### I/O nets highlighted, run 1

The bar under the picture is 200 microns long.
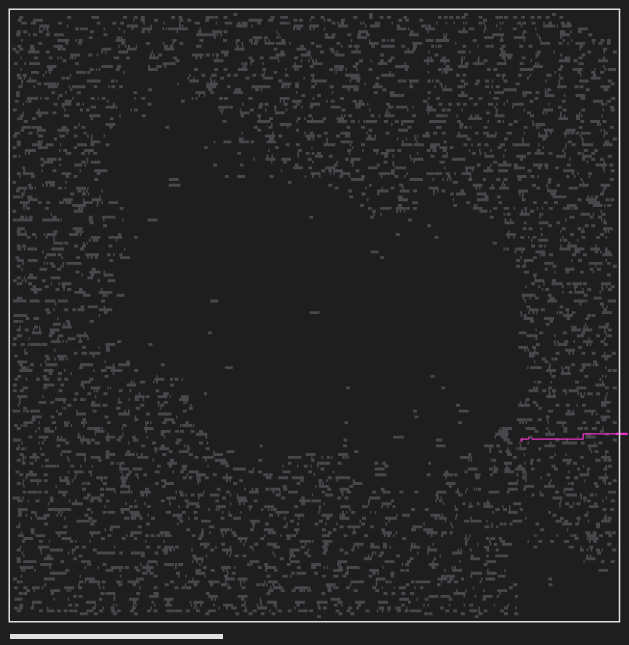
### Met1 routing, run 1

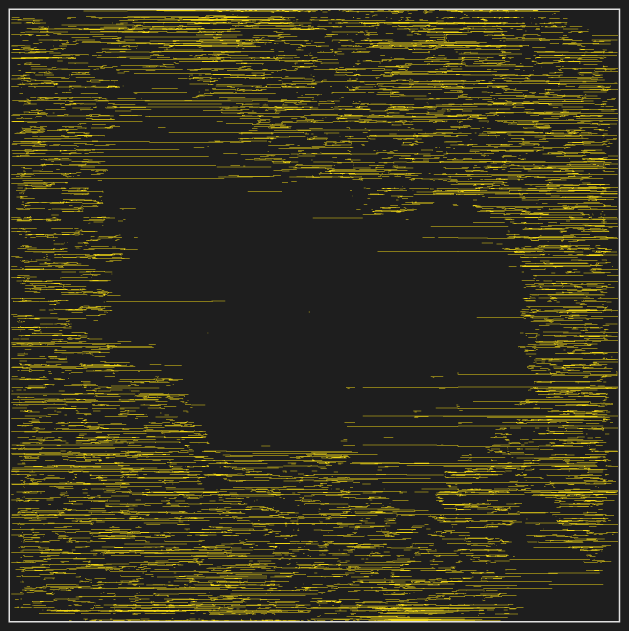
### Track usage over the die, run 1

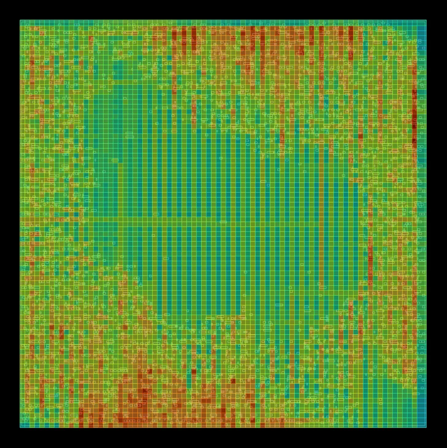
[config.mk]
export PLATFORM = sky130hd
export DESIGN_NAME = transposer_job_sched
export DESIGN_NICKNAME = d
export VERILOG_FILES = /design/src/rtl/trp_pkg.sv /design/src/rtl/transposer_job_sched_rr_arbiter.sv /design/src/rtl/transposer_job_sched.sv
export SDC_FILE = /design/constraint.sdc
export NUM_CORES = 1
export LEC_CHECK = 0
export ABC_AREA = 1
export CAP_MARGIN = 20
export CELL_PAD_IN_SITES_DETAIL_PLACEMENT = 0
export CELL_PAD_IN_SITES_GLOBAL_PLACEMENT = 2
export CORE_AREA = 2 2 570 572
export DETAILED_ROUTE_END_ITERATION = 6
export DIE_AREA = 0 0 572 574
export PLACE_DENSITY_LB_ADDON = 0.1
export SYNTH_ARGS = -nofsm -noshare
export SYNTH_HDL_FRONTEND = slang
export SYNTH_SLANG_ARGS = --single-unit
[constraint.sdc]
create_clock -name clk -period 4.5 [get_ports clk]
set_input_delay 0.675 -clock clk [delete_from_list [all_inputs] [get_ports clk]]
set_output_delay 0.675 -clock clk [all_outputs]
set_load 0.05 [all_outputs]
[src/rtl/trp_pkg.sv]
// Shared types for the transposer job scheduler: job descriptor layout,
// transposer mode encoding, scheduler FSM states and the round-robin wrap helper.
package trp_pkg;

    // Geometry of the transposer this scheduler feeds; the descriptor layout depends on it
    localparam int TRP_AW   = 16;
    localparam int TRP_ADIM = 6;

    typedef enum logic [1:0] {
        BIT8_MODE  = 2'b01,
        BIT32_MODE = 2'b10
    } trp_mode_e;

    typedef struct packed {
        trp_mode_e                          mode;
        logic                               repack_en;
        logic [TRP_AW-1:0]                  rreq_num;
        logic [TRP_AW-1:0]                  raddr_base;
        logic [TRP_ADIM-1:0][TRP_AW-1:0]    raddr_size;
        logic [TRP_ADIM-1:0][TRP_AW-1:0]    raddr_stride;
        logic [TRP_AW-1:0]                  wreq_num;
        logic [TRP_AW-1:0]                  waddr_base;
        logic [TRP_ADIM-1:0][TRP_AW-1:0]    waddr_size;
        logic [TRP_ADIM-1:0][TRP_AW-1:0]    waddr_stride;
        logic [TRP_AW-1:0]                  packed_dim_size;
        logic [TRP_AW-1:0]                  unpacked_dim_size;
    } trp_desc_t;

    typedef enum logic [1:0] {
        IDLE,
        START,
        RUN,
        DONE
    } sched_state_e;

    // Candidate index k positions after the pointer, wrapped into [0, n)
    function automatic int rrWrap(input int ptr, input int k, input int n);
        return (ptr + k) % n;
    endfunction

endpackage

[src/rtl/transposer_job_sched_rr_arbiter.sv]
// Combinational round-robin arbiter: picks the first active request at or
// after the priority pointer (wrapping), returning a one-hot grant and its index.
module rr_arbiter
    import trp_pkg::*;
#(
    parameter int NREQ = 2,
    parameter int IW   = $clog2(NREQ)
) (
    input  logic [NREQ-1:0] req_i,
    input  logic [IW-1:0]   ptr_i,
    output logic [NREQ-1:0] grant_o,
    output logic [IW-1:0]   idx_o,
    output logic            any_o
);

    int        cand;
    logic [IW-1:0] candIdx;
    logic      found;

    // Scan from the pointer upward and take the first requester that is valid
    always_comb begin
        grant_o = '0;
        idx_o   = '0;
        any_o   = 1'b0;
        cand    = 0;
        candIdx = '0;
        found   = 1'b0;
        for (int k = 0; k < NREQ; k++) begin
            cand    = rrWrap(int'(ptr_i), k, NREQ);
            candIdx = IW'(cand);
            if (!found && req_i[candIdx]) begin
                found            = 1'b1;
                grant_o[candIdx] = 1'b1;
                idx_o            = candIdx;
            end
        end
        any_o = found;
    end

endmodule

[src/rtl/transposer_job_sched.sv]
// Round-robin job scheduler in front of a single transposer: accepts one
// descriptor at a time, holds it on the config port, fires init, waits for
// finish under a watchdog, and returns a done/err pulse to the owning requester.
module transposer_job_sched
    import trp_pkg::*;
#(
    parameter int NREQ    = 2,
    parameter int AW      = 16,
    parameter int ADIM    = 6,
    parameter int TMO_CYC = 65535
) (
    input  logic                    clk,
    input  logic                    reset_n,
    input  logic [NREQ-1:0]         req_vld,
    output logic [NREQ-1:0]         req_rdy,
    input  trp_desc_t               req_desc [NREQ],
    output trp_desc_t               cfg_desc,
    output logic                    trp_init,
    input  logic                    trp_finish,
    output logic [NREQ-1:0]         done,
    output logic                    done_err,
    output logic                    busy,
    output logic [$clog2(NREQ)-1:0] cur_owner
);

    localparam int IW  = $clog2(NREQ);
    localparam int WDW = (TMO_CYC == 0) ? 1 : $clog2(TMO_CYC + 1);
    localparam bit WDOG_EN = (TMO_CYC != 0);
    localparam logic [WDW-1:0] WDOG_LAST = WDW'(TMO_CYC - 1);
    localparam logic [WDW-1:0] WDOG_MAX  = '1;

    // The descriptor layout is fixed by the package, so the geometry must agree with it
    if (AW != TRP_AW || ADIM != TRP_ADIM || NREQ < 2) begin : g_bad_params
        $error("transposer_job_sched: NREQ must be >=2 and AW/ADIM must match trp_pkg");
    end

    sched_state_e    state_q, state_d;
    trp_desc_t       cfgDesc_q;
    logic [IW-1:0]   curOwner_q;
    logic [IW-1:0]   rrPtr_q;
    logic            busy_q;
    logic [WDW-1:0]  wdog_q;
    logic            err_q;
    logic            err_d;
    logic            accept;
    logic            wdogHit;
    logic [NREQ-1:0] grantVec;
    logic [IW-1:0]   grantIdx;
    logic            grantAny;

    rr_arbiter #(
        .NREQ (NREQ),
        .IW   (IW)
    ) u_arb (
        .req_i   (req_vld),
        .ptr_i   (rrPtr_q),
        .grant_o (grantVec),
        .idx_o   (grantIdx),
        .any_o   (grantAny)
    );

    assign wdogHit   = WDOG_EN && (wdog_q == WDOG_LAST);
    assign cfg_desc  = cfgDesc_q;
    assign busy      = busy_q;
    assign cur_owner = curOwner_q;

    // Next-state and handshake/pulse outputs decoded from the current state
    always_comb begin
        state_d  = state_q;
        err_d    = err_q;
        accept   = 1'b0;
        req_rdy  = '0;
        trp_init = 1'b0;
        done     = '0;
        done_err = 1'b0;
        case (state_q)
            IDLE: begin
                req_rdy = grantVec;
                if (grantAny) begin
                    accept  = 1'b1;
                    state_d = START;
                end
            end
            START: begin
                trp_init = 1'b1;
                state_d  = RUN;
            end
            RUN: begin
                if (trp_finish) begin
                    err_d   = 1'b0;
                    state_d = DONE;
                end else if (wdogHit) begin
                    err_d   = 1'b1;
                    state_d = DONE;
                end
            end
            DONE: begin
                done     = NREQ'(1) << curOwner_q;
                done_err = err_q;
                state_d  = IDLE;
            end
            default: state_d = IDLE;
        endcase
    end

    // State register; a reset mid-job drops the job without any completion pulse
    always_ff @(posedge clk or negedge reset_n) begin
        if (!reset_n) begin
            state_q <= IDLE;
        end else begin
            state_q <= state_d;
        end
    end

    // Descriptor latch, ownership, round-robin pointer, busy flag, watchdog and error flag
    always_ff @(posedge clk or negedge reset_n) begin
        if (!reset_n) begin
            cfgDesc_q  <= '0;
            curOwner_q <= '0;
            rrPtr_q    <= '0;
            busy_q     <= 1'b0;
            wdog_q     <= '0;
            err_q      <= 1'b0;
        end else begin
            if (accept) begin
                cfgDesc_q  <= req_desc[grantIdx];
                curOwner_q <= grantIdx;
                rrPtr_q    <= (grantIdx == IW'(NREQ - 1)) ? '0 : grantIdx + 1'b1;
                busy_q     <= 1'b1;
            end
            if (state_q == DONE) begin
                busy_q <= 1'b0;
            end
            if (state_q == START) begin
                wdog_q <= '0;
            end else if (state_q == RUN && wdog_q != WDOG_MAX) begin
                wdog_q <= wdog_q + 1'b1;
            end
            if (state_q == RUN) begin
                err_q <= err_d;
            end
        end
    end

endmodule

==> flow_summary.json, run 1 <==
{
  "rsz0062_at_grt": "no",
  "cts_buffers": 90,
  "grt_usage": 0.137,
  "fillers": 37100,
  "dp_hpwl_microns": 190000,
  "grt_pass1_vias": 28000,
  "clk_latency_ns": 0.82,
  "fmax_mhz": 275,
  "cts_root_buf": "clkbuf_16",
  "synth_area_per_cell_sq_um": 7.96,
  "cts-resized-gates": 0,
  "power.leakage_nw": 18.2,
  "crit_path_end_kind": "primary output",
  "final_cell_mix": "nand2_1 (1523), clkdlybuf4s50_1 (1457), dfrtp_1 (505), nand3_1 (494), clkbuf_16 (90)",
  "yosys_warnings": 0,
  "finalSetupTns_ns": 0,
  "drive_gt1_frac": 0.0477,
  "fin_crit_ns": 3.63,
  "yosysTopAreaCell": "dfrtp_1",
  "die_w_microns": 572,
  "die_area_sq_mm": 0.328,
  "gp_congestion": 0.783,
  "max_cap_violations": 0,
  "core_sq_mm": 0.323,
  "cts_setup_buffers": 0,
  "grt_max_degree": 94,
  "clk_pin_slew_ns": 0.06,
  "final_common_cell": "nand2_1",
  "area_leaders": "dfrtp_1 (57%), nand2_1 (26%), nand3_1 (11%), buf_2 (2.2%), clkbuf_1 (0.93%)",
  "synth.distinct_cells": 24,
  "tightest_slew_ns": 0.885,
  "drtIter0Drc": 1075,
  "syn_inst": 2779,
  "hold_violations": 0,
  "gr-total-overflow": 0,
  "synth-edff-count": 0,
  "die-height_microns": 574,
  "ys_seq_frac": 0.571,
  "vdd_ir_drop_max_v": 0.000324,
  "top_cell_area_share": 0.571,
  "cts_tree": "done",
  "hold_class": "primary input to flip-flop",
  "slew_viol_final": 0,
  "cp_max_fo": 53,
  "layout-area-overhead-vs-synth_pct": 104,
  "cts_htree_levels": 3,
  "route.detailed.drc": 0,
  "yosys_cells": 2779,
  "setup.worst_path.class": "flip-flop to primary output",
  "setup_viol": 0,
  "worstPathArrival_ns": 2.96,
  "io_pins": 1462,
  "hold_buffers": 1,
  "grt_pass1_wl_microns": 299000,
  "start_kind": "flip-flop",
  "initCoreUtil": 0.0686,
  "synth-async-reset-ratio": 1.00,
  "ctsLongestPathBuffers": 4,
  "ff_type": "dfrtp_1",
  "status": "finished, final reports clean"
}
-- 'I/O nets highlighted' (at the start) --
Key: done_err = magenta [bits 1, direction output, edge right, end cells 1, buffers 1, wire 95.5 microns]

-- 'Met1 routing' (at the start) --
The layer holds 36% of the routed length. The layer carries 84.3 mm of wire. The longest straight run is 240 microns. The wires run mostly horizontal.
wirelength, routed: 233000 microns
DR vias: 26000
met1 Usage GRT: 0.142

-- 'Track usage over the die' (at the start) --
WL per Instance: 26.9 microns
M3 GR Usage: 0.0746
M2 GR Usage: 0.245
fin util: 0.140
grt peak-use layer: met2

[run 1: cell families after synthesis]
kind of cell / after synthesis / share of synthesized area
flip-flops: 505 / 0.571
buffers and inverters: 185 / 0.0374
AND/OR/NAND/NOR: 2066 / 0.383
adder cells (fa/ha/maj): 7 / 0.00396
AND-OR/OR-AND: 11 / 0.00283
XOR/XNOR: 5 / 0.00198
[run 1: cells in the mapped netlist, types with 2 or more instances]
library cell / instances
nand3_1: 494
clkbuf_1: 55
dfrtp_1: 505
a21oi_1: 2
nand2_1: 1523
buf_2: 98
xor2_1: 5
nor2_4: 3
nor2_1: 24
nand4_1: 15
inv_2: 3
o21bai_1: 3
ha_1: 7
buf_1: 8
o21ai_0: 5
nand3b_1: 3
inv_1: 19
[run 1: per-stage QoR]
stage	instances	hold WS, ns	power [mW]	worst slack (ns)	cell area (sq um)
floorplan	2779	0.379	19.5	2.12	22100
detailed placement	8468	0.480	29.5	1.09	42300
global route	8629	0.368	38.2	0.581	45100
global placement	8467	0.479	29.6	1.05	42200
CTS	8624	0.312	37.1	0.658	45100
finish	8665	0.426	35.9	0.868	45200
[run 1: worst max-delay path, stage by stage, from the launching register on]
cell     delay (ns)
dfrtp_1        0.41
inv_1          0.12
ha_1           0.24
nand2_1        0.07
nand2_1        0.21
nand2_1        0.20
inv_8          0.49
buf_4          0.32
[run 1: path summary, 6_finish.rpt]
path / from / end / slack (ns) / cells after the start
setup / recovery: state_q[0] / req_rdy[0] / 0.87 / 7
hold / removal: req_desc[491] / cfg_desc[8] / 0.43 / 3
setup reg to reg: state_q[0] / cfg_desc[295] / 1.78 / 10
hold reg to reg: cfg_desc[68] / cfg_desc[68] / 0.49 / 2
max in group asynchronous: reset_n / cfg_desc[58] / 2.91 / 3
min in group asynchronous: reset_n / cfg_desc[181] / 0.51 / 2
[run 1: report_power, final]
part	internal [mW]	switching [mW]	total (mW)
clock network	4.18	2.91	7.09
registers	6.73	1.36	8.09
logic	6.22	14.5	20.7
[run 1: layer usage]
layer	GRT usage	share of wire
met1	0.142	0.36
met2	0.245	0.49
met3	0.0746	0.12
met4	0.0230	0.020
met5	0	0.0039
[run 1: final cells by class]
class	count	area (sq um)	area share
multi-input combinational	2089	8670	0.192
tap	4325	5410	0.120
inverter	22	97.6	0.00216
antenna	41	103	0.00227
clock buffer	140	2640	0.0584
timing repair buffer	1528	15500	0.342
clock inverter	15	201	0.00446
sequential	505	12600	0.279
[run 1: sequential cells by signal (all words and copies together) (netlist names)]
name,flops
state_q,2
cfg_desc,483
cur_owner,1
err_q,1
wdog_q,16
rrPtr_q,1
busy,1
## Run 2: what changed since run 1
Settings changed: CORE_AREA 2 2 570 572 to 2 2 566 568, DIE_AREA 0 0 572 574 to 0 0 568 570.
Clock period 4.5 ns to 3 ns, I/O delays scaled along.
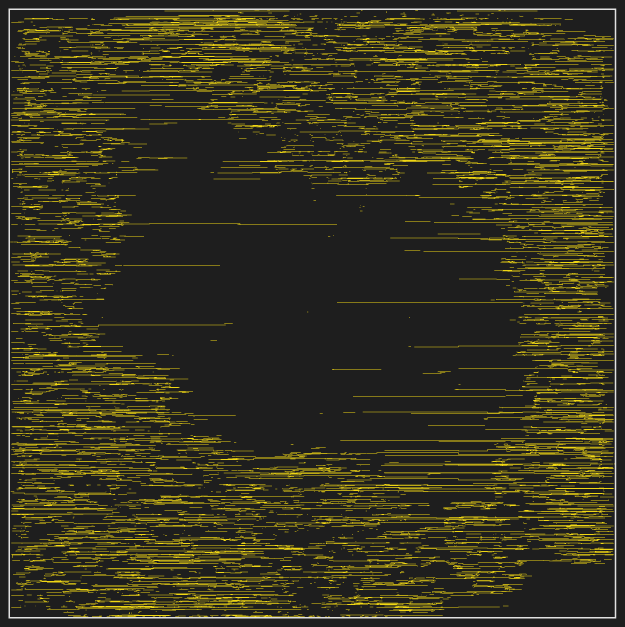
*Met1 routing, run 2*
The layer carries 84.4 mm of wire. 4780 nets have wire on it. The wires run mostly horizontal. The layer holds 37% of the routed length.

==> run 2 against run 1 <==
Against the previous run:
- die area fell by 1.4%
- combinational power grew 53%
- cell area rose by 1.1%
- largest power group unchanged
- critical path depth up 1
- clock power increased by 47%
- wire length down 0.82%
- flip-flop count stayed put
- non-clock buffer count is 57 higher
- critical path type unchanged
- power up 51%
- synthesized cell count stayed put
==> flow_summary.json, run 2 <==
{
  "vdd_ir_drop_max_v": 0.000390,
  "fin_crit_ns": 2.77,
  "synth-edff-count": 0,
  "area_leaders": "dfrtp_1 (57%), nand2_1 (26%), nand3_1 (11%), buf_2 (2.2%), clkbuf_1 (0.93%)",
  "cts.sinks": 505,
  "max_cap_violations": 0,
  "cp_data_required_time_ns": 2.55,
  "grt_pass1_vias": 28000,
  "top_cell_area_share": 0.571,
  "synth-async-reset-ratio": 1.00,
  "tightest_slew_ns": 0.840,
  "grt_max_degree": 73,
  "final_common_cell": "nand2_1",
  "cp-startpoint": "state_q[0]",
  "powerDensity_mw_per_mm2": 1180,
  "status": "finished, final reports clean",
  "dp_slack_ns": 0.372,
  "power.leakage_nw": 18.6,
  "cp_max_fo": 12,
  "ff_type": "dfrtp_1",
  "worst_r2r_startpoint": "state_q[0]",
  "largest_reg_flops": 483,
  "hold_violations": 0,
  "fmax_mhz": 361,
  "rows": 207,
  "fillers": 36100,
  "drive_gt1_frac": 0.0611,
  "die_w_microns": 568,
  "clk_latency_ns": 0.80,
  "ys_ff": 505,
  "grt_pass1_wl_microns": 296000,
  "vias": 26200,
  "first_pass_iters": 5,
  "yosysMostFrequentCell": "nand2_1",
  "slew_viol_final": 0,
  "worstHoldStart": "req_desc[821]",
  "dp_hpwl_microns": 191000,
  "ant_nets": 0,
  "setup_viol": 0,
  "path_cells": "inv_2 -> ha_4 -> nand2_1 -> nand2_1 -> nand2_4 -> clkinv_16 -> buf_12 -> buf_12",
  "yosys_warnings": 0,
  "syn_inst": 2779,
  "cts_tree": "done",
  "synth.cell_area_sq_mm": 0.0221,
  "ys_seq_frac": 0.571,
  "top_cells_by_count": "nand2_1 (1523), dfrtp_1 (505), nand3_1 (494), buf_2 (98), clkbuf_1 (55)",
  "place_inst": 8378,
  "warnings": 32,
  "final_nets": 5273,
  "synth.distinct_cells": 24,
  "cts_htree_levels": 3,
  "die-height_microns": 570,
  "yosysTopAreaCell": "dfrtp_1",
  "min_period_over_period": 0.923,
  "gp_congestion": 0.787,
  "crit_path_end_kind": "primary output",
  "avgViaCountPerCell": 3.05,
  "core_sq_mm": 0.317,
  "start_kind": "flip-flop",
  "die_area_sq_mm": 0.324,
  "layout-area-overhead-vs-synth_pct": 107,
  "route.detailed.drc": 0,
  "port_buffers": 1461,
  "setup.worst_path.class": "flip-flop to primary output",
  "slew_headroom": 0.438,
  "yosys_cells": 2779,
  "synth_area_per_cell_sq_um": 7.96,
  "finalSetupTns_ns": 0,
  "initCoreUtil": 0.0697,
  "drtIter0Drc": 1229,
  "cts_buffers": 91,
  "rsz0062_at_grt": "no",
  "skew_ns": 0.0271,
  "gr-total-overflow": 0,
  "ctsLongestPathBuffers": 4,
  "routedWlPerCell_microns": 26.9,
  "syn_nets": 3757,
  "final_cells": 8571,
  "slowest_stage": "dfrtp_1",
  "yosys-stat-area_sq_mm": 0.0221,
  "routed_wl_microns": 231000,
  "cts_root_buf": "clkbuf_16",
  "clk_pin_slew_ns": 0.06,
  "grt_usage": 0.138,
  "antenna_found_initial": 218,
  "slowest_delay_ns": 0.41,
  "hold_class": "primary input to flip-flop",
  "io_pins": 1462,
  "setup_ws_ns": 0.231,
  "worstPathArrival_ns": 2.32,
  "final_cell_mix": "nand2_1 (1522), clkdlybuf4s50_1 (1449), dfrtp_1 (505), nand3_1 (494), clkbuf_16 (91)"
}
run 2: cell counts after synthesis:
No cell type changed its count.
run 2: through the flow:
| step | hold slack (ns) | cell area, sq um | util | power (mW) |
|---|---|---|---|---|
| global route | 0.154 | 45600 | 0.144 | 57.6 |
| detailed placement | 0.474 | 42800 | 0.135 | 44.7 |
| CTS | 0.0944 | 45600 | 0.144 | 55.9 |
| floorplan | 0.154 | 22100 | - | 29.2 |
| global placement | 0.480 | 42800 | 0.135 | 44.9 |
| finish | 0.203 | 45700 | 0.144 | 54.2 |
run 2: cell families after synthesis:
family | share of synthesized area
buf+inv | 0.0374
simple gates | 0.383
xor+xnor | 0.00198
flops | 0.571
compound gates | 0.00283
fa+ha+maj | 0.00396
run 2: per-layer routing:
layer,vias to the layer above,wire (microns),share of wire,track usage
met5,-,736,0.0032,0
met3,451,25900,0.11,0.0709
met4,118,4550,0.020,0.0222
met1,12400,84400,0.37,0.145
met2,1237,115000,0.50,0.247
li1,11900,-,-,-
run 2: path summary, 6_finish.rpt:
check	endpoint	slack, ns	cells after the start
worst max-delay path	req_rdy[0]	0.23	8
worst max register to register	cfg_desc[98]	0.73	10
max in group asynchronous	cfg_desc[343]	1.71	4
min in group asynchronous	cfg_desc[183]	0.26	2
worst min register to register	rrPtr_q	0.49	2
worst min-delay path	cfg_desc[338]	0.20	3
run 2: where the power goes:
part | switching [mW] | internal [mW]
Clock | 4.33 | 6.03
Sequential | 2.10 | 10.1
Combinational | 21.8 | 9.84
Total | 28.2 | 26.0
run 2: cell type report:
class	instances	area, sq um	area share
Multi-Input combinational cell	2089	8690	0.190
Inverter	22	116	0.00255
Tap cell	4180	5230	0.114
Sequential cell	505	12600	0.276
Timing Repair inverter	1	11.3	0.000246
Clock inverter	9	77.6	0.00170
Antenna cell	35	87.6	0.00192
Clock buffer	145	2670	0.0584
Timing Repair Buffer	1585	16200	0.354
run 2: timing repair:
action                                  CTS  global route
setup buffers                             1             1
cloned                                    0             1
hold buffers                              1             0
endpoints found under the setup margin    5             1
pin swaps                                 1             0
gates resized                            11             2
endpoints found under the hold margin    31             0
run 2: critical path, delay by kind of cell (launching register included):
kind                     cells  cell delay (ns)
buffers and inverters        4             0.58
AND/OR/NAND/NOR              3             0.32
adder cells (fa/ha/maj)      1             0.18
flip-flops                   1             0.41
Power is estimated from default activity; no workload was simulated.
